**Run 1: cell classes on the final placement**

Fill, decap, tap and diode cells in gray.
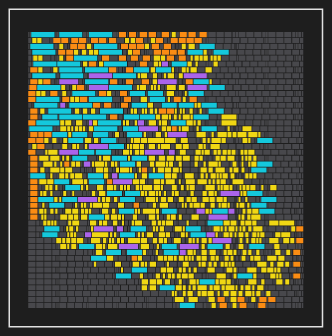
**Run 1: placement view**

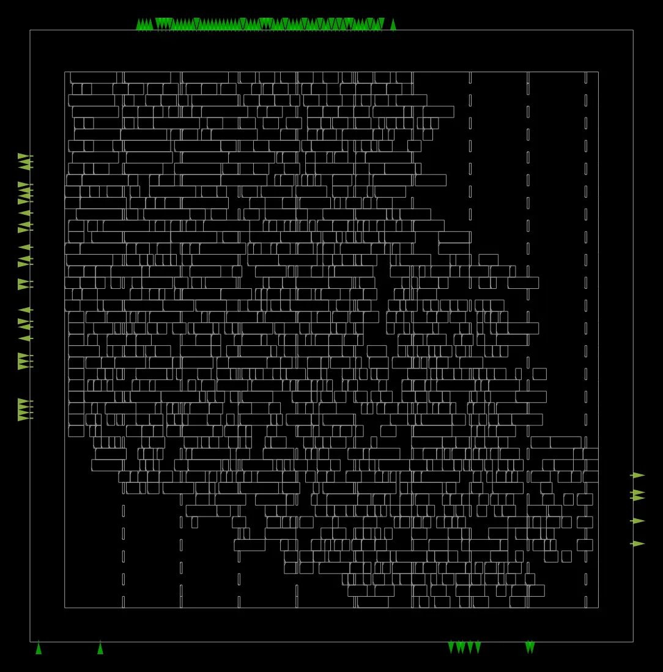
**Run 1: signal wires by layer**

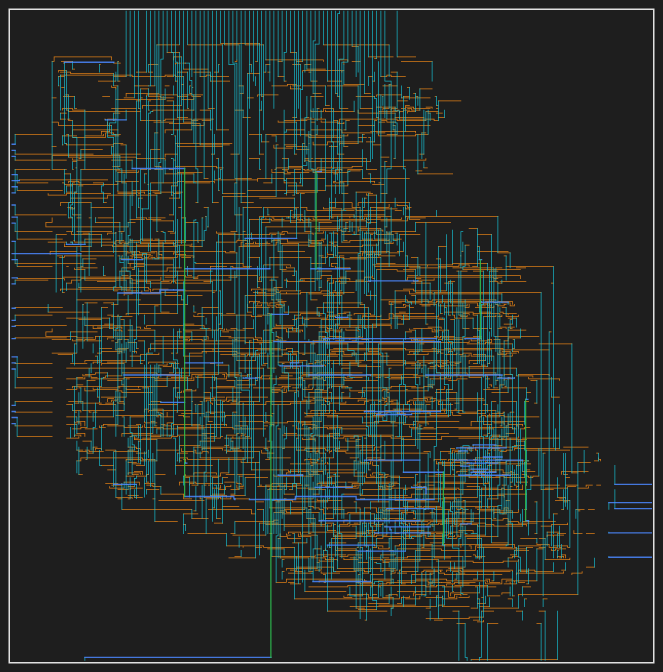
==> config.mk <==
export PLATFORM = sky130hd
export DESIGN_NAME = pool_window_ctrl_flat
export DESIGN_NICKNAME = d
export VERILOG_FILES = /design/src/rtl/pool_window_if.sv /design/src/rtl/pool_window_ctrl.sv /design/src/flat_wrapper.sv
export SDC_FILE = /design/constraint.sdc
export NUM_CORES = 1
export LEC_CHECK = 0
export ABC_CLOCK_PERIOD_IN_PS = 7850
export CAP_MARGIN = 20
export CORE_AREA = 8 8 136 138
export DETAILED_ROUTE_END_ITERATION = 12
export DIE_AREA = 0 0 144 146
export MAX_ROUTING_LAYER = met4
export PLACE_DENSITY = 0.74
export SYNTH_ARGS = -nofsm -noshare
export SYNTH_HDL_FRONTEND = slang
export SYNTH_SLANG_ARGS = --single-unit
export TNS_END_PERCENT = 100
==> constraint.sdc <==
create_clock -name clk -period 7.85 [get_ports clk]
set_input_delay 1.1775 -clock clk [delete_from_list [all_inputs] [get_ports clk]]
set_output_delay 1.1775 -clock clk [all_outputs]
set_load 0.005 [all_outputs]
==> src/rtl/pool_window_if.sv <==
// pool_window_if
//   Bundles the sequencer's layer handshake with its buffer and pooling-unit
//   connections.
//   master : the pool_window_ctrl side (issues reads, presents windows,
//            writes results).
//   slave  : the environment side (layer controller, IFM/OFM buffers,
//            pooling unit).
//   Signals: start, cfg_h, cfg_w, busy, done        - layer handshake
//            ifm_rd_en, ifm_rd_addr, ifm_rd_data     - IFM buffer read port
//            win_valid, win_data, pool_result        - pooling unit
//            ofm_we, ofm_addr, ofm_data              - OFM buffer write port
`timescale 1ns/1ps
interface pool_window_if #(
  parameter int DATA_WIDTH = 8,
  parameter int ADDR_WIDTH = 12,
  parameter int DIM_WIDTH  = 8,
  parameter int POOL_DIM   = 2
);
  logic                                   start;
  logic [DIM_WIDTH-1:0]                   cfg_h;
  logic [DIM_WIDTH-1:0]                   cfg_w;
  logic                                   busy;
  logic                                   done;
  logic                                   ifm_rd_en;
  logic [ADDR_WIDTH-1:0]                  ifm_rd_addr;
  logic [DATA_WIDTH-1:0]                  ifm_rd_data;
  logic                                   win_valid;
  logic [POOL_DIM*POOL_DIM*DATA_WIDTH-1:0] win_data;
  logic [DATA_WIDTH-1:0]                  pool_result;
  logic                                   ofm_we;
  logic [ADDR_WIDTH-1:0]                  ofm_addr;
  logic [DATA_WIDTH-1:0]                  ofm_data;

  modport master (
    input  start, cfg_h, cfg_w, ifm_rd_data, pool_result,
    output busy, done, ifm_rd_en, ifm_rd_addr, win_valid, win_data,
           ofm_we, ofm_addr, ofm_data
  );

  modport slave (
    output start, cfg_h, cfg_w, ifm_rd_data, pool_result,
    input  busy, done, ifm_rd_en, ifm_rd_addr, win_valid, win_data,
           ofm_we, ofm_addr, ofm_data
  );
endinterface

==> src/rtl/pool_window_ctrl.sv <==
// pool_window_ctrl
//   Max-pooling window sequencer. Scans a row-major IFM one read per cycle,
//   assembles each non-overlapping POOL_DIM x POOL_DIM window, hands it to
//   the pooling unit, tracks the unit's POOL_LAT latency and writes each
//   result to consecutive OFM addresses.
//   Ports: clk, rst (synchronous, active-high)
//          bus (pool_window_if.master): start/cfg_h/cfg_w/busy/done,
//          IFM read port, window/pool_result, OFM write port.
//   Optional: define POOL_RELU_EN to clamp negative pooled results to 0.
`timescale 1ns/1ps
module pool_window_ctrl #(
  parameter int DATA_WIDTH = 8,
  parameter int ADDR_WIDTH = 12,
  parameter int DIM_WIDTH  = 8,
  parameter int POOL_DIM   = 2,
  parameter int POOL_LAT   = 4
) (
  input  logic          clk,
  input  logic          rst,
  pool_window_if.master bus
);
  localparam int WIN = POOL_DIM * POOL_DIM;
  localparam int PW  = (POOL_DIM > 1) ? $clog2(POOL_DIM) : 1;
  localparam int KW  = (WIN > 1) ? $clog2(WIN) : 1;
  // All delay-line stages except the output stage.
  localparam logic [POOL_LAT-1:0] DL_INNER = POOL_LAT'((64'd1 << (POOL_LAT - 1)) - 64'd1);

  typedef enum logic [1:0] {S_IDLE, S_READ, S_DRAIN, S_DONE} state_t;
  state_t state_q, state_d;

  logic [DIM_WIDTH-1:0]  win_rows_q, win_cols_q, r_q, c_q;
  logic [PW-1:0]         dr_q, dc_q;
  logic [KW-1:0]         k_q;
  logic [ADDR_WIDTH-1:0] w_q, w_pm1_q, row_addr_q, col_addr_q, ofm_addr_q;
  logic                  rd_v_q, rd_last_q, win_valid_q;
  logic [KW-1:0]         rd_k_q;
  logic [POOL_LAT-1:0]   dl_q;
  logic [DATA_WIDTH-1:0] win_q [WIN];

  logic start_ok, degenerate, last_dc, last_dr, last_c, last_r, layer_last, pending;
  logic busy_d, done_d, rd_en_d;
  logic [ADDR_WIDTH-1:0] rd_addr_d;
  logic [DATA_WIDTH-1:0] result_d;

  assign start_ok   = (state_q == S_IDLE) && bus.start;
  assign degenerate = (bus.cfg_h < DIM_WIDTH'(POOL_DIM)) || (bus.cfg_w < DIM_WIDTH'(POOL_DIM));
  assign last_dc    = (dc_q == PW'(POOL_DIM - 1));
  assign last_dr    = (dr_q == PW'(POOL_DIM - 1));
  assign last_c     = (c_q == win_cols_q - 1'b1);
  assign last_r     = (r_q == win_rows_q - 1'b1);
  assign layer_last = last_dc && last_dr && last_c && last_r;
  // Anything still in flight that would produce a write after this cycle.
  assign pending    = rd_v_q || win_valid_q || (|(dl_q & DL_INNER));

  always_ff @(posedge clk) begin
    if (rst) state_q <= S_IDLE;
    else     state_q <= state_d;
  end

  always_comb begin
    state_d   = state_q;
    busy_d    = 1'b0;
    done_d    = 1'b0;
    rd_en_d   = 1'b0;
    rd_addr_d = '0;
    unique case (state_q)
      S_IDLE:  if (bus.start) state_d = degenerate ? S_DONE : S_READ;
      S_READ: begin
        busy_d    = 1'b1;
        rd_en_d   = 1'b1;
        rd_addr_d = row_addr_q + col_addr_q;
        if (layer_last) state_d = S_DRAIN;
      end
      S_DRAIN: begin
        busy_d = 1'b1;
        if (!pending) state_d = S_DONE;
      end
      S_DONE: begin
        done_d  = 1'b1;
        state_d = S_IDLE;
      end
      default: state_d = S_IDLE;
    endcase
  end

  // Address walk kept incremental: row_addr_q is the start of the current
  // pixel row, col_addr_q the column; no multiplier in the read path.
  always_ff @(posedge clk) begin
    if (rst) begin
      win_rows_q <= '0; win_cols_q <= '0; r_q <= '0; c_q <= '0;
      dr_q <= '0; dc_q <= '0; k_q <= '0;
      w_q <= '0; w_pm1_q <= '0; row_addr_q <= '0; col_addr_q <= '0;
    end else if (start_ok) begin
      win_rows_q <= bus.cfg_h / DIM_WIDTH'(POOL_DIM);
      win_cols_q <= bus.cfg_w / DIM_WIDTH'(POOL_DIM);
      w_q        <= ADDR_WIDTH'(bus.cfg_w);
      w_pm1_q    <= ADDR_WIDTH'(ADDR_WIDTH'(bus.cfg_w) * ADDR_WIDTH'(POOL_DIM - 1));
      r_q <= '0; c_q <= '0; dr_q <= '0; dc_q <= '0; k_q <= '0;
      row_addr_q <= '0; col_addr_q <= '0;
    end else if (state_q == S_READ) begin
      k_q <= (k_q == KW'(WIN - 1)) ? '0 : k_q + 1'b1;
      if (!last_dc) begin
        dc_q       <= dc_q + 1'b1;
        col_addr_q <= col_addr_q + 1'b1;
      end else if (!last_dr) begin
        dc_q       <= '0;
        dr_q       <= dr_q + 1'b1;
        row_addr_q <= row_addr_q + w_q;
        col_addr_q <= col_addr_q - ADDR_WIDTH'(POOL_DIM - 1);
      end else begin
        dc_q <= '0;
        dr_q <= '0;
        if (!last_c) begin
          // Back up to the window's top row, step right to the next window.
          c_q        <= c_q + 1'b1;
          col_addr_q <= col_addr_q + 1'b1;
          row_addr_q <= row_addr_q - w_pm1_q;
        end else begin
          c_q        <= '0;
          r_q        <= r_q + 1'b1;
          col_addr_q <= '0;
          row_addr_q <= row_addr_q + w_q;
        end
      end
    end
  end

  // Read-response tracking: data returns one cycle after the strobe.
  always_ff @(posedge clk) begin
    if (rst) begin
      rd_v_q <= 1'b0; rd_last_q <= 1'b0; rd_k_q <= '0;
      win_valid_q <= 1'b0; dl_q <= '0; ofm_addr_q <= '0;
    end else begin
      rd_v_q      <= (state_q == S_READ);
      rd_last_q   <= (state_q == S_READ) && (k_q == KW'(WIN - 1));
      rd_k_q      <= k_q;
      win_valid_q <= rd_v_q && rd_last_q;
      dl_q        <= (dl_q << 1) | POOL_LAT'(win_valid_q);
      if (start_ok)               ofm_addr_q <= '0;
      else if (dl_q[POOL_LAT-1])  ofm_addr_q <= ofm_addr_q + 1'b1;
    end
  end

  genvar gi;
  generate
    for (gi = 0; gi < WIN; gi++) begin : g_slot
      always_ff @(posedge clk) begin
        if (rst)                                  win_q[gi] <= '0;
        else if (rd_v_q && (rd_k_q == KW'(gi)))   win_q[gi] <= bus.ifm_rd_data;
      end
      assign bus.win_data[gi*DATA_WIDTH +: DATA_WIDTH] = win_q[gi];
    end
  endgenerate

`ifdef POOL_RELU_EN
  assign result_d = bus.pool_result[DATA_WIDTH-1] ? '0 : bus.pool_result;
`else
  assign result_d = bus.pool_result;
`endif

  assign bus.busy        = busy_d;
  assign bus.done        = done_d;
  assign bus.ifm_rd_en   = rd_en_d;
  assign bus.ifm_rd_addr = rd_addr_d;
  assign bus.win_valid   = win_valid_q;
  assign bus.ofm_we      = dl_q[POOL_LAT-1];
  assign bus.ofm_addr    = ofm_addr_q;
  // Data held at 0 outside write cycles so idle/reset outputs are quiet.
  assign bus.ofm_data    = dl_q[POOL_LAT-1] ? result_d : '0;
endmodule

==> src/flat_wrapper.sv <==
// flat-port wrapper written by rule: the top's interface ports become plain ports
module pool_window_ctrl_flat 
#(
  parameter int DATA_WIDTH = 8,
  parameter int ADDR_WIDTH = 12,
  parameter int DIM_WIDTH  = 8,
  parameter int POOL_DIM   = 2,
  parameter int POOL_LAT   = 4
)
  (clk, rst, bus_start, bus_cfg_h, bus_cfg_w, bus_ifm_rd_data, bus_pool_result, bus_busy, bus_done, bus_ifm_rd_en, bus_ifm_rd_addr, bus_win_valid, bus_win_data, bus_ofm_we, bus_ofm_addr, bus_ofm_data);
  pool_window_if #(.DATA_WIDTH(DATA_WIDTH), .ADDR_WIDTH(ADDR_WIDTH), .DIM_WIDTH(DIM_WIDTH), .POOL_DIM(POOL_DIM)) bus_i ();
  input  logic clk;
  input  logic rst;
  input wire logic [$bits(bus_i.start)-1:0] bus_start;
  input wire logic [$bits(bus_i.cfg_h)-1:0] bus_cfg_h;
  input wire logic [$bits(bus_i.cfg_w)-1:0] bus_cfg_w;
  input wire logic [$bits(bus_i.ifm_rd_data)-1:0] bus_ifm_rd_data;
  input wire logic [$bits(bus_i.pool_result)-1:0] bus_pool_result;
  output wire logic [$bits(bus_i.busy)-1:0] bus_busy;
  output wire logic [$bits(bus_i.done)-1:0] bus_done;
  output wire logic [$bits(bus_i.ifm_rd_en)-1:0] bus_ifm_rd_en;
  output wire logic [$bits(bus_i.ifm_rd_addr)-1:0] bus_ifm_rd_addr;
  output wire logic [$bits(bus_i.win_valid)-1:0] bus_win_valid;
  output wire logic [$bits(bus_i.win_data)-1:0] bus_win_data;
  output wire logic [$bits(bus_i.ofm_we)-1:0] bus_ofm_we;
  output wire logic [$bits(bus_i.ofm_addr)-1:0] bus_ofm_addr;
  output wire logic [$bits(bus_i.ofm_data)-1:0] bus_ofm_data;
  assign bus_i.start = bus_start;
  assign bus_i.cfg_h = bus_cfg_h;
  assign bus_i.cfg_w = bus_cfg_w;
  assign bus_i.ifm_rd_data = bus_ifm_rd_data;
  assign bus_i.pool_result = bus_pool_result;
  assign bus_busy = bus_i.busy;
  assign bus_done = bus_i.done;
  assign bus_ifm_rd_en = bus_i.ifm_rd_en;
  assign bus_ifm_rd_addr = bus_i.ifm_rd_addr;
  assign bus_win_valid = bus_i.win_valid;
  assign bus_win_data = bus_i.win_data;
  assign bus_ofm_we = bus_i.ofm_we;
  assign bus_ofm_addr = bus_i.ofm_addr;
  assign bus_ofm_data = bus_i.ofm_data;
  pool_window_ctrl #(.DATA_WIDTH(DATA_WIDTH), .ADDR_WIDTH(ADDR_WIDTH), .DIM_WIDTH(DIM_WIDTH), .POOL_DIM(POOL_DIM), .POOL_LAT(POOL_LAT)) u_core (.clk(clk), .rst(rst), .bus(bus_i));
endmodule
==> flow_summary.ini, run 1 <==
; implementation run metrics
[sta]
rsz0062_at_grt = no
final_hold_viol_count = 0
fin_crit_sh_pct = 58.3
layout_min_cycle_time_ps = 4580
worst_slew_pin_slew_ps = 810
clock.fmax_mhz = 218
skew_ps = 8.93
slew_headroom_pct = 45.6
hold-worst-slack_ps = 419
maxSlewViolCount = 0
setup_viol = 0
tns_ps = 0

[setup_path]
cp_max_fo = 6
critPathKind = reg2out
ff2ff_setup_slack_ps = 4670
critPathArrivalTime_ps = 3400
endpoint_kind = primary output
worstRegToRegCells = 7
regToRegEndpoint = u_core.c_q[7]$_SDFFE_PP0P_
crit_path_start_kind = flip-flop
reg2reg_from = u_core.state_q[1]$_SDFFE_PP0P_
required_ps = 6670

[final_layout]
logic_area_um2 = 4270
clk_share_pct = 6.69
largest_reg_flops = 32
final_common_cell = clkdlybuf4s50_1
buf_share_pct = 12.0
ff_latch_area_um2 = 2600
drive_above_1_share_pct = 6.44
comb_share_pct = 47.7
fillers = 1483
regMostFlops = u_core.win_q
fin_nets = 997
buffers = 109
area_growth_pct = 24.9
largest_class = logic gates
lay_top_cells = 102 x clkdlybuf4s50_1, 82 x dfxtp_1, 77 x nor2_1
inv_count = 33
comb_cells = 644
clkbuf_count = 17
antenna_cells = 0

[clocking]
cts_tree = built
cts_root_buffer = clkbuf_16
cts.path.max_buffers = 2
cts_resized = 0
worstSkewPairLatency_ps = 420
clk_pin_slew_ps = 60
h-tree-depth = 4
ctsHoldBuffers = 0
post_cts_buffers = 0
cts_sinks = 114
cts_made_buffers = 17

[detailed_routing]
wl_met3_um = 666
drt-total-wl_um = 18700
drc = 0
dr_wl_met2_um = 9180
dr.first_iter.drc_count = 479
routedLengthMet1_um = 8590
avgViaCountPerCell = 5.51
drtAntennaViolNets = 0
dr_total_vias = 6343
wl_per_cell_um = 16.2
first_pass_iters = 5
top_layer_used = met4

[floorplanning]
die_x_um = 144
tap_cells = 220
die_area_um2 = 21000
initCoreUtil_pct = 43.9
dieHeight_um = 146
io_pins = 104

[synth]
xor_area_share_pct = 6.85
yosys.area.top_type = dfxtp_1
ys_top_logic_family = simple AND/OR/NAND/NOR gates
synth-edff-count = 32
common_cells = 82 x dfxtp_1, 77 x nor2_1, 76 x nand2_1
avgSynthCellArea_um2 = 8.62
synth_area_um2 = 7160
compound_area_share_pct = 17.9
yosys_warnings = 0
ys_area_um2 = 7160
syn_inst = 830
synthTopCellsByArea = dfxtp_1 23%, edfxtp_1 13%, ha_1 7.0%
ys_cells = 830
top_cell = dfxtp_1
syn-num-nets = 908
simple_gate_area_share_pct = 26.0
synthArstFlopShare_pct = 0
yosys.stat.seqShare_pct = 36.4
synth.top_cell.area_share_pct = 22.9
ys_sh_mux_pct = 0.979
synth_cell_type_count = 74
synth-seq-cells = 114
flop_cell = dfxtp_1
fa_ha_area_share_pct = 7.83

[power]
irDropWorstVdd_uv = 178
cellLeakagePower_nw = 3.48
power_density_nw_per_um2 = 228

[status]
status = finished clean

[global_routing]
grt_most_used_layer = met2
grt_max_degree = 39
use_met2_pct = 29.5
grt_pass1_vias = 5940
grt_pass1_wl_um = 30700
use_met3_pct = 3.25
antenna_found_initial = 0
track_usage_pct = 18.6
grtUsageMet1_pct = 23.7
overflow = 0

[worst_hold_path]
holdPathEnd = u_core.bus.win_valid$_SDFF_PP0_
hold_path_class = reg2reg
min_from = u_core.rd_last_q$_SDFF_PP0_
hold-path-cell-count = 2

[run]
drv_cap = 0
warning_count = 40

[placed_design]
port_buffers = 102
gp_congestion = 0.890
dp_hpwl_um = 13700
Back to the opening pictures, 'cell classes on the final placement':
Key: orange = remaining buffers and delay cells [cells 109, share of their area 12%]; purple = clock drivers and dummy loads [cells 32, share of their area 6.9%]; cyan = registers [cells 114, share of their area 30%]; yellow = remaining logic cells [cells 677, share of their area 51%]

Back to the opening pictures, 'placement view':
Core Region: 16300 um2
row count: 47
Non-Filler Instances: 1152
Flops: 114
flop share of the area: 29.1%

Back to the opening pictures, 'signal wires by layer':
Key: orange = M1 [wire length 8590 um]; green = M4 [wire length 233 um]; cyan = M2 [wire length 9180 um]; blue = M3 [wire length 666 um]

-- run 1: power by group --
| part | total [W] | internal, W | switching, W |
|---|---|---|---|
| combinational | 0.000554 | 0.000229 | 0.000325 |
| clock | 0.000777 | 0.000476 | 0.000302 |
| sequential | 0.000703 | 0.000648 | 0.0000547 |
| total | 0.00204 | 0.00135 | 0.000681 |
-- run 1: critical path, stage by stage (launching register included) --
cell and delay (ps):
dfxtp_1 360, ha_1 250, fa_1 410, a21o_1 170, a21oi_1 210, o21bai_1 110, a2111o_1 460, a41oi_1 250
xnor2_1 130, and2_1 130, clkdlybuf4s50_1 490
-- run 1: through the flow --
stage | setup WS, ps | total power (W) | utilization (%) | cells | area [um2]
after CTS | 3230 | 0.00205 | 54.9 | 1152 | 8940
final | 3270 | 0.00204 | 54.9 | 1152 | 8940
after detailed placement | 3680 | 0.00126 | 51.2 | 1120 | 8340
after global placement | 3700 | 0.00126 | 51.2 | 1120 | 8340
after global routing | 3090 | 0.00214 | 54.9 | 1152 | 8940
after floorplan | 4340 | 0.00109 | - | 830 | 7160
-- run 1: worst max-delay path by stage --
stage | slack [ps] | to | cells past startpoint | startpoint
CTS | 3230 | bus_ifm_rd_addr[10] | 10 | u_core.col_addr_q[0]$_SDFFE_PP0P_
floorplan | 4340 | bus_ifm_rd_addr[10] | 9 | u_core.col_addr_q[0]$_SDFFE_PP0P_
finish | 3270 | bus_ifm_rd_addr[10] | 10 | u_core.col_addr_q[0]$_SDFFE_PP0P_
global route | 3090 | bus_ifm_rd_addr[10] | 10 | u_core.col_addr_q[0]$_SDFFE_PP0P_
global placement | 3700 | bus_ifm_rd_addr[10] | 10 | u_core.col_addr_q[0]$_SDFFE_PP0P_
detailed placement | 3680 | bus_ifm_rd_addr[10] | 10 | u_core.col_addr_q[0]$_SDFFE_PP0P_
**Run 1: nets reached from selected ports**

Scale bar: 50 um.
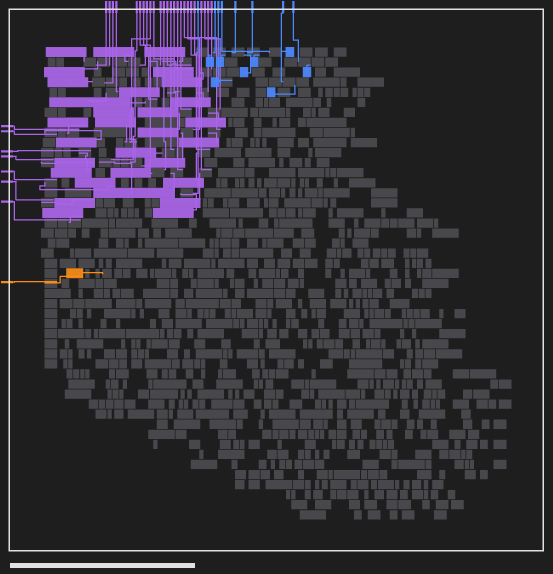

==> run 2: changes to the inputs <==
--- a/config.mk
+++ b/config.mk
@@ -5,13 +5,13 @@
 export SDC_FILE = /design/constraint.sdc
 export NUM_CORES = 1
 export LEC_CHECK = 0
-export ABC_CLOCK_PERIOD_IN_PS = 7850
+export ABC_CLOCK_PERIOD_IN_PS = 3780
 export CAP_MARGIN = 20
 export CORE_AREA = 8 8 136 138
 export DETAILED_ROUTE_END_ITERATION = 12
 export DIE_AREA = 0 0 144 146
 export MAX_ROUTING_LAYER = met4
-export PLACE_DENSITY = 0.74
+export PLACE_DENSITY = 0.76
 export SYNTH_ARGS = -nofsm -noshare
 export SYNTH_HDL_FRONTEND = slang
 export SYNTH_SLANG_ARGS = --single-unit
==> constraint.sdc (replaced) <==
create_clock -name clk -period 3.78 [get_ports clk]
set_input_delay 0.567 -clock clk [delete_from_list [all_inputs] [get_ports clk]]
set_output_delay 0.567 -clock clk [all_outputs]
set_load 0.005 [all_outputs]
**Run 2: nets reached from selected ports**

Scale bar: 50 um.
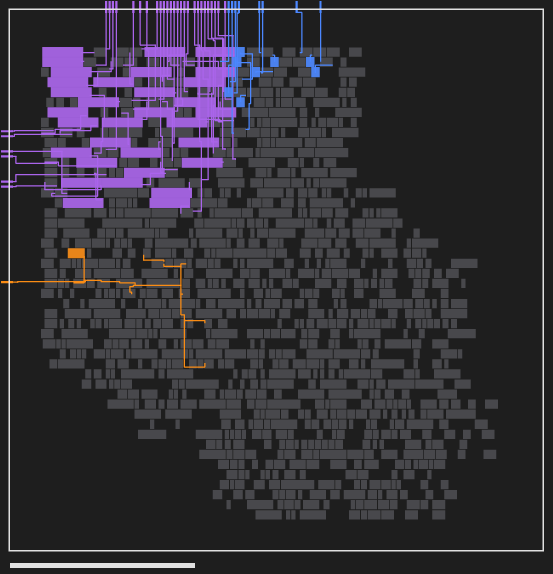
Key: purple = bus_win_data [bits 32, direction output, end cells 32, wire 1180 um]; blue = bus_pool_result [bits 8, direction input, end cells 8, wire 213 um]; orange = bus_ifm_rd_en [bits 1, direction output, end cells 1, wire 118 um]

**Run 2: cell classes on the final placement**

Fill, decap, tap and diode cells in gray.
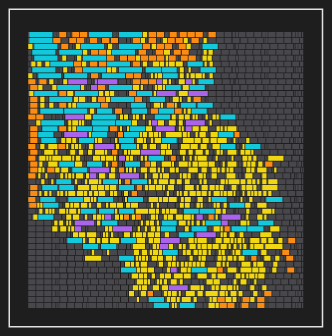
Key: orange = remaining buffers and delay cells [cells 119, share of their area 13%]; cyan = registers [cells 114, share of their area 30%]; purple = clock drivers and dummy loads [cells 32, share of their area 6.6%]; yellow = remaining logic cells [cells 677, share of their area 50%]

==> run 2 against run 1 <==
Net effect: register-to-register slack got worse by 3700 ps; die area unchanged; clock-buffer cell count unchanged; combinational power increased by 120%; worst setup slack got worse by 3200 ps; critical path depth unchanged; sequential power increased by 110%; first-iteration DRC count decreased by 11%; worst hold slack improved by 38 ps; largest cell class unchanged; largest power group unchanged.
==> flow_summary.ini, run 2 <==
; implementation run metrics
[sta]
maxSlewViolCount = 0
fin_ws_ps = 114
tns_ps = 0
final_hold_viol_count = 0
setup_viol = 0
layout_min_cycle_time_ps = 3670
rsz0062_at_grt = no
skew_ps = 5.88
slew_headroom_pct = 50.1
clock.fmax_mhz = 273
worst_slew_pin_slew_ps = 742

[global_routing]
antenna_found_initial = 0
grt_pass1_vias = 6167
grt_pass1_wl_um = 31300
grt_max_degree = 28
overflow = 0

[final_layout]
largest_reg_flops = 32
design_area_um2 = 9010
lay_top_cells = 102 x clkdlybuf4s50_1, 80 x dfxtp_1, 77 x nor2_1
regMostFlops = u_core.win_q
antenna_cells = 0
final_common_cell = clkdlybuf4s50_1
fin_nets = 1007
area_growth_pct = 25.9
drive_above_1_share_pct = 8.07

[detailed_routing]
dr.first_iter.drc_count = 424
wl_per_cell_um = 16.5
dr_total_vias = 6457
drc = 0
drt-total-wl_um = 19200
drtAntennaViolNets = 0

[synth]
ys_cells = 830
synth-edff-count = 32
synth_area_um2 = 7160
synth-seq-cells = 114
top_cell = dfxtp_1
syn_inst = 830
avgSynthCellArea_um2 = 8.62
yosys.area.top_type = dfxtp_1
synth.top_cell.area_share_pct = 22.9
common_cells = 82 x dfxtp_1, 77 x nor2_1, 76 x nand2_1
synth_cell_type_count = 74
flop_cell = dfxtp_1
yosys.stat.seqShare_pct = 36.4
ys_area_um2 = 7160
syn-num-nets = 908
synthTopCellsByArea = dfxtp_1 23%, edfxtp_1 13%, ha_1 7.0%

[clocking]
cts.path.max_buffers = 2
cts_sinks = 114
cts_resized = 6
worstSkewPairLatency_ps = 420
cts_tree = built
cts_made_buffers = 17
ctsHoldBuffers = 0
post_cts_buffers = 1
h-tree-depth = 4

[power]
irDropWorstVdd_uv = 393
power.total_w = 0.00419
cellLeakagePower_nw = 3.52
power_density_nw_per_um2 = 465

[placed_design]
gp_congestion = 0.906
placed_area_um2 = 8410
port_buffers = 102
dp_hpwl_um = 14100

[setup_path]
required_ps = 3210
reg2reg_from = u_core.win_cols_q[4]$_SDFFE_PP0P_
critPathArrivalTime_ps = 3100
regToRegEndpoint = u_core.row_addr_q[11]$_SDFFE_PP0P_
crit_buf_inv = 1
crit_cells = 10
crit_path_start_kind = flip-flop
crit_path_cell_trace = ha_2 > fa_2 > a21o_1 > a21oi_2 > o21bai_1 > a2111o_1 > a41oi_2 > xnor2_1 > and2_1 > clkdlybuf4s50_1
endpoint_kind = primary output
worstRegToRegCells = 9
ff2ff_setup_slack_ps = 990
startpoint = u_core.col_addr_q[0]$_SDFFE_PP0P_
critPathSlowestCell = clkdlybuf4s50_1
critical_path.max_stage_delay_ps = 490
cp_max_fo = 6

[floorplanning]
die_area_um2 = 21000
rows = 47
initCoreUtil_pct = 43.9
die_x_um = 144
io_pins = 104
core_area_um2 = 16300

[status]
status = finished clean

[worst_hold_path]
hold_path_class = reg2reg
min_from = u_core.rd_last_q$_SDFF_PP0_

[run]
warning_count = 40
drv_cap = 0
**Run 2: placement view**

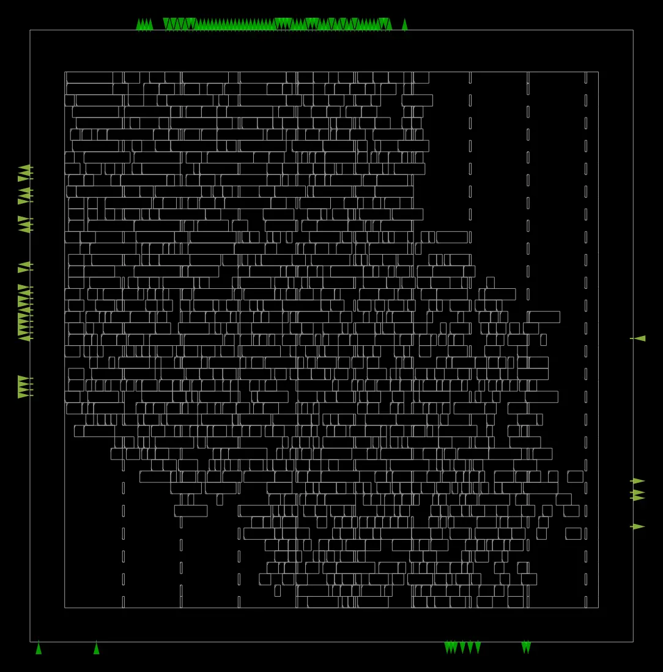
fillers: 1432
flop share of the area: 28.9%
utilization after layout: 55.3%

## run 2: cell counts after synthesis
No cell type changed its count.
## run 2: kinds of logic after synthesis
logic type | Yosys count | synth area share, %
flops | 114 | 36.4
mux | 7 | 0.979
buf+inv | 72 | 4.06
xor+xnor | 56 | 6.85
compound gates | 182 | 17.9
simple gates | 356 | 26.0
fa+ha+maj | 43 | 7.83
## run 2: final cells by class
type | count | area (um2) | area share [%]
clock buffer | 17 | 425 | 4.72
clock inverter | 15 | 148 | 1.64
inverter | 33 | 124 | 1.37
multi-input combinational | 644 | 4290 | 47.6
sequential | 114 | 2610 | 28.9
tap | 220 | 275 | 3.05
timing repair buffer | 119 | 1150 | 12.7
## run 2: worst min-delay path by stage
stage / slack (ps) / to / depth (start not counted)
floorplan: 390 / u_core.bus.win_valid$_SDFF_PP0_ / 2
global placement: 430 / u_core.bus.win_valid$_SDFF_PP0_ / 2
detailed placement: 410 / u_core.bus.win_valid$_SDFF_PP0_ / 2
CTS: 460 / u_core.bus.win_valid$_SDFF_PP0_ / 2
global route: 460 / u_core.bus.win_valid$_SDFF_PP0_ / 2
finish: 460 / u_core.bus.win_valid$_SDFF_PP0_ / 2
## run 2: metal layers
metal  global-route usage, %  vias up  share of wire, %
li1                        -     3180                 -
met5                       -        -                 0
met3                    3.38       31               4.5
met2                    29.6      175                48
met4                    6.84        0               2.0
met1                    24.1     3071                46
## run 2: through the flow
step	std cells	hold WS, ps
detailed placement	1129	414
global placement	1129	430
finish	1162	456
CTS	1162	459
floorplan	830	394
global route	1162	463
## run 2: power by group
part	total, W	internal, W	switching, W
clock	0.00154	0.000919	0.000620
sequential	0.00145	0.00135	0.000104
combinational	0.00120	0.000498	0.000705
total	0.00419	0.00277	0.00143
**Run 2: cells by drive strength**

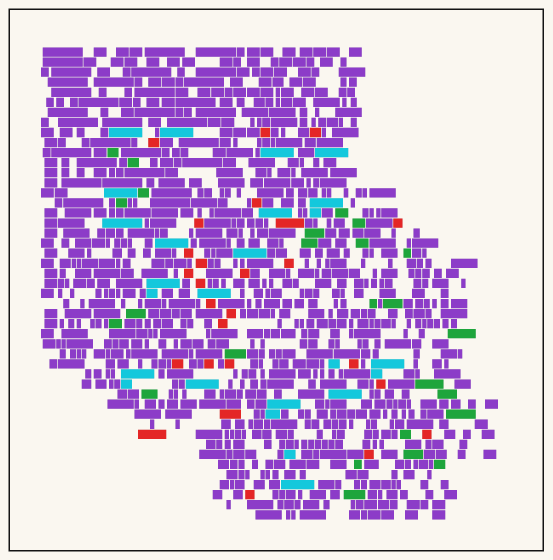

==> run 3: changes to the inputs <==
--- a/config.mk
+++ b/config.mk
@@ -7,9 +7,9 @@
 export LEC_CHECK = 0
 export ABC_CLOCK_PERIOD_IN_PS = 3780
 export CAP_MARGIN = 20
-export CORE_AREA = 8 8 136 138
+export CORE_AREA = 2 2 130 132
 export DETAILED_ROUTE_END_ITERATION = 12
-export DIE_AREA = 0 0 144 146
+export DIE_AREA = 0 0 132 134
 export MAX_ROUTING_LAYER = met4
 export PLACE_DENSITY = 0.76
 export SYNTH_ARGS = -nofsm -noshare
**Run 3: cells by drive strength**

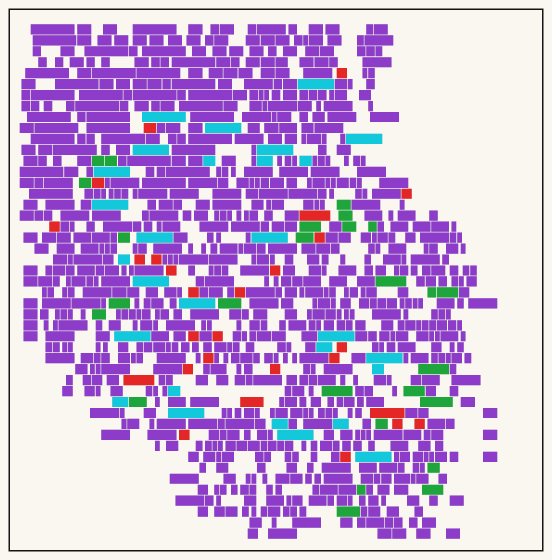
Key: green = x2 [cells 26]; cyan = x6 and larger [cells 28]; red = x3 and x4 [cells 27]; purple = x1 and smaller [cells 863]

**Run 3: cell classes on the final placement**

Fill, decap, tap and diode cells in gray.
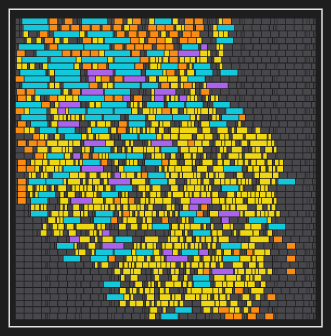
Key: yellow = remaining logic cells [cells 677, share of their area 50%]; purple = clock drivers and dummy loads [cells 32, share of their area 6.7%]; cyan = registers [cells 114, share of their area 30%]; orange = remaining buffers and delay cells [cells 121, share of their area 13%]

**Run 3: placement view**

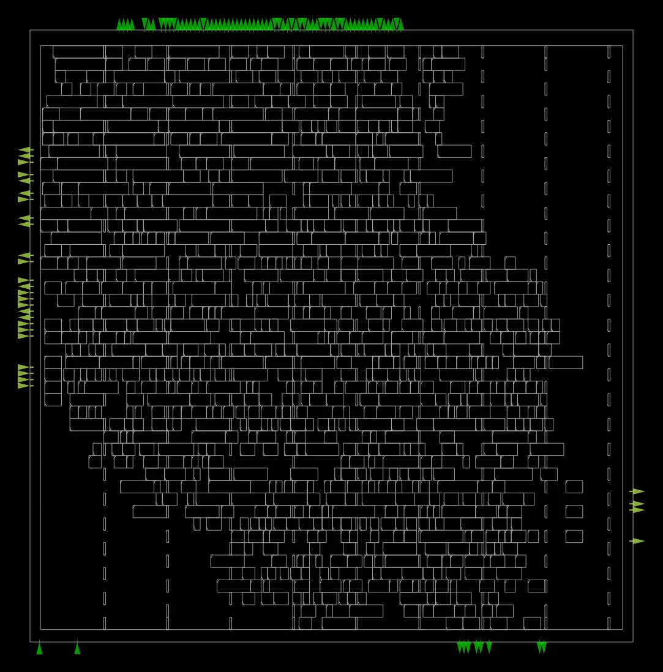
utilization after layout: 55.6%
Non-Filler Instances: 1164
fillers: 1443
# Taps: 220

==> run 3 against run 2 <==
Net effect: sequential cell count stayed put; register-to-register slack worse by 100 ps; synthesized cell count unchanged; worst hold slack worse by 24 ps; sequential power about the same; routed wire length down 2.6%; critical endpoint is now bus_ifm_rd_addr[8]; clock power up 5%; clock skew up 13 ps; sequential share of layout area decreased by 0.065 points; global-route usage is 2.9 points higher; worst setup slack improved by 38 ps; first-iteration DRC count grew 4.7%.
==> flow_summary.ini, run 3 <==
; implementation run metrics
[synth]
yosys.stat.seqShare_pct = 36.4
synth_area_um2 = 7160
syn-num-nets = 908
ys_area_um2 = 7160
yosys.area.top_type = dfxtp_1
common_cells = 82 x dfxtp_1, 77 x nor2_1, 76 x nand2_1
synth_cell_type_count = 74
synthArstFlopShare_pct = 0
synth.top_cell.area_share_pct = 22.9
ys_top_logic_family = simple AND/OR/NAND/NOR gates
synth-edff-count = 32
ys_cells = 830
xor_area_share_pct = 6.85
synth-seq-cells = 114

[global_routing]
grt_pass1_wl_um = 30600
grt_max_degree = 33
overflow = 0

[clocking]
worstSkewPairLatency_ps = 430
cts.path.max_buffers = 2
clk_pin_slew_ps = 60
cts_tree = built

[floorplanning]
core_area_um2 = 16300
initCoreUtil_pct = 43.9
die_x_um = 132
rows = 47
die_area_um2 = 17700
dieHeight_um = 134

[placed_design]
port_buffers = 102
dp_cells = 1131
pre_cts_ws_ps = 258
placed_area_um2 = 8420
gp_congestion = 0.930

[setup_path]
worstRegToRegCells = 9
critPathArrivalTime_ps = 3060
path_delay_family = AND-OR/OR-AND gates
required_ps = 3210
crit_cells = 9
ff2ff_setup_slack_ps = 890
startpoint = u_core.col_addr_q[0]$_SDFFE_PP0P_
reg2reg_from = u_core.win_cols_q[4]$_SDFFE_PP0P_
cp_max_fo = 6

[detailed_routing]
dr_total_vias = 6467
dr.first_iter.drc_count = 444
drt-total-wl_um = 18700
wl_per_cell_um = 16.1
avgViaCountPerCell = 5.56
drc = 0

[run]
drv_cap = 0

[sta]
fin_crit_sh_pct = 96.0
setup_viol = 0
maxSlewViolCount = 0
hold-worst-slack_ps = 432
worst_slew_pin_slew_ps = 763
slew_headroom_pct = 48.8

[final_layout]
design_area_um2 = 9050
regMostFlops = u_core.win_q
fin_nets = 1009
largest_reg_flops = 32
antenna_cells = 0
area_growth_pct = 26.4
final_common_cell = clkdlybuf4s50_1

[worst_hold_path]
hold-path-cell-count = 2
min_from = u_core.rd_last_q$_SDFF_PP0_
hold_path_class = reg2reg

[power]
power.total_w = 0.00426

[status]
status = finished clean
## run 3: cell types whose count changed in the layout (fill, tap and decap cells not counted), sizes merged
cell / previous run / this run
clkinv: 6 / 3
inv: 39 / 42
buf: 17 / 19
clkdlybuf4s50: 102 / 101
dlymetal6s2s: 0 / 1
## run 3: layout make-up
type | count | share of cell area, %
Sequential cell | 114 | 28.8
Clock inverter | 15 | 1.80
Inverter | 33 | 1.37
Clock buffer | 17 | 4.70
Multi-Input combinational cell | 644 | 47.4
Timing Repair Buffer | 121 | 12.9
Tap cell | 220 | 3.04
## run 3: worst min-delay path: cells and delay by family (launching register included)
| family | cells | cell delay [ps] |
|---|---|---|
| buf+inv | 1 | 50 |
| simple gates | 1 | 40 |
| flops | 1 | 300 |
## run 3: worst paths after layout
path	end
worst max register to register	u_core.row_addr_q[11]$_SDFFE_PP0P_
worst min register to register	u_core.bus.win_valid$_SDFF_PP0_
worst max-delay path	bus_ifm_rd_addr[8]
worst min-delay path	u_core.bus.win_valid$_SDFF_PP0_
## run 3: what timing repair did
action,4_1_cts,5_1_grt
cloned,0,0
endpoints found under the setup margin,4,3
gates resized,6,6
buffers inserted,0,1
pin swaps,1,7
## run 3: cells by family after synthesis
group                    count (synthesis)
multiplexers                             7
XOR/XNOR                                56
buffers and inverters                   72
adder cells (fa/ha/maj)                 43
flip-flops                             114
AND-OR/OR-AND                          182
AND/OR/NAND/NOR                        356
## run 3: routing by layer
metal	track usage (%)	wire length [um]
met5	-	0
met4	7.61	422
met3	5.44	1130
met2	34.3	8780
met1	27.9	8360
## run 3: where the power goes
group          total, W  internal, W  switching [W]  leakage [nW]
registers       0.00145      0.00135       0.000105         0.997
logic           0.00120     0.000502       0.000699          2.27
clock network   0.00161     0.000937       0.000671         0.285
Power is estimated from default activity; no workload was simulated.
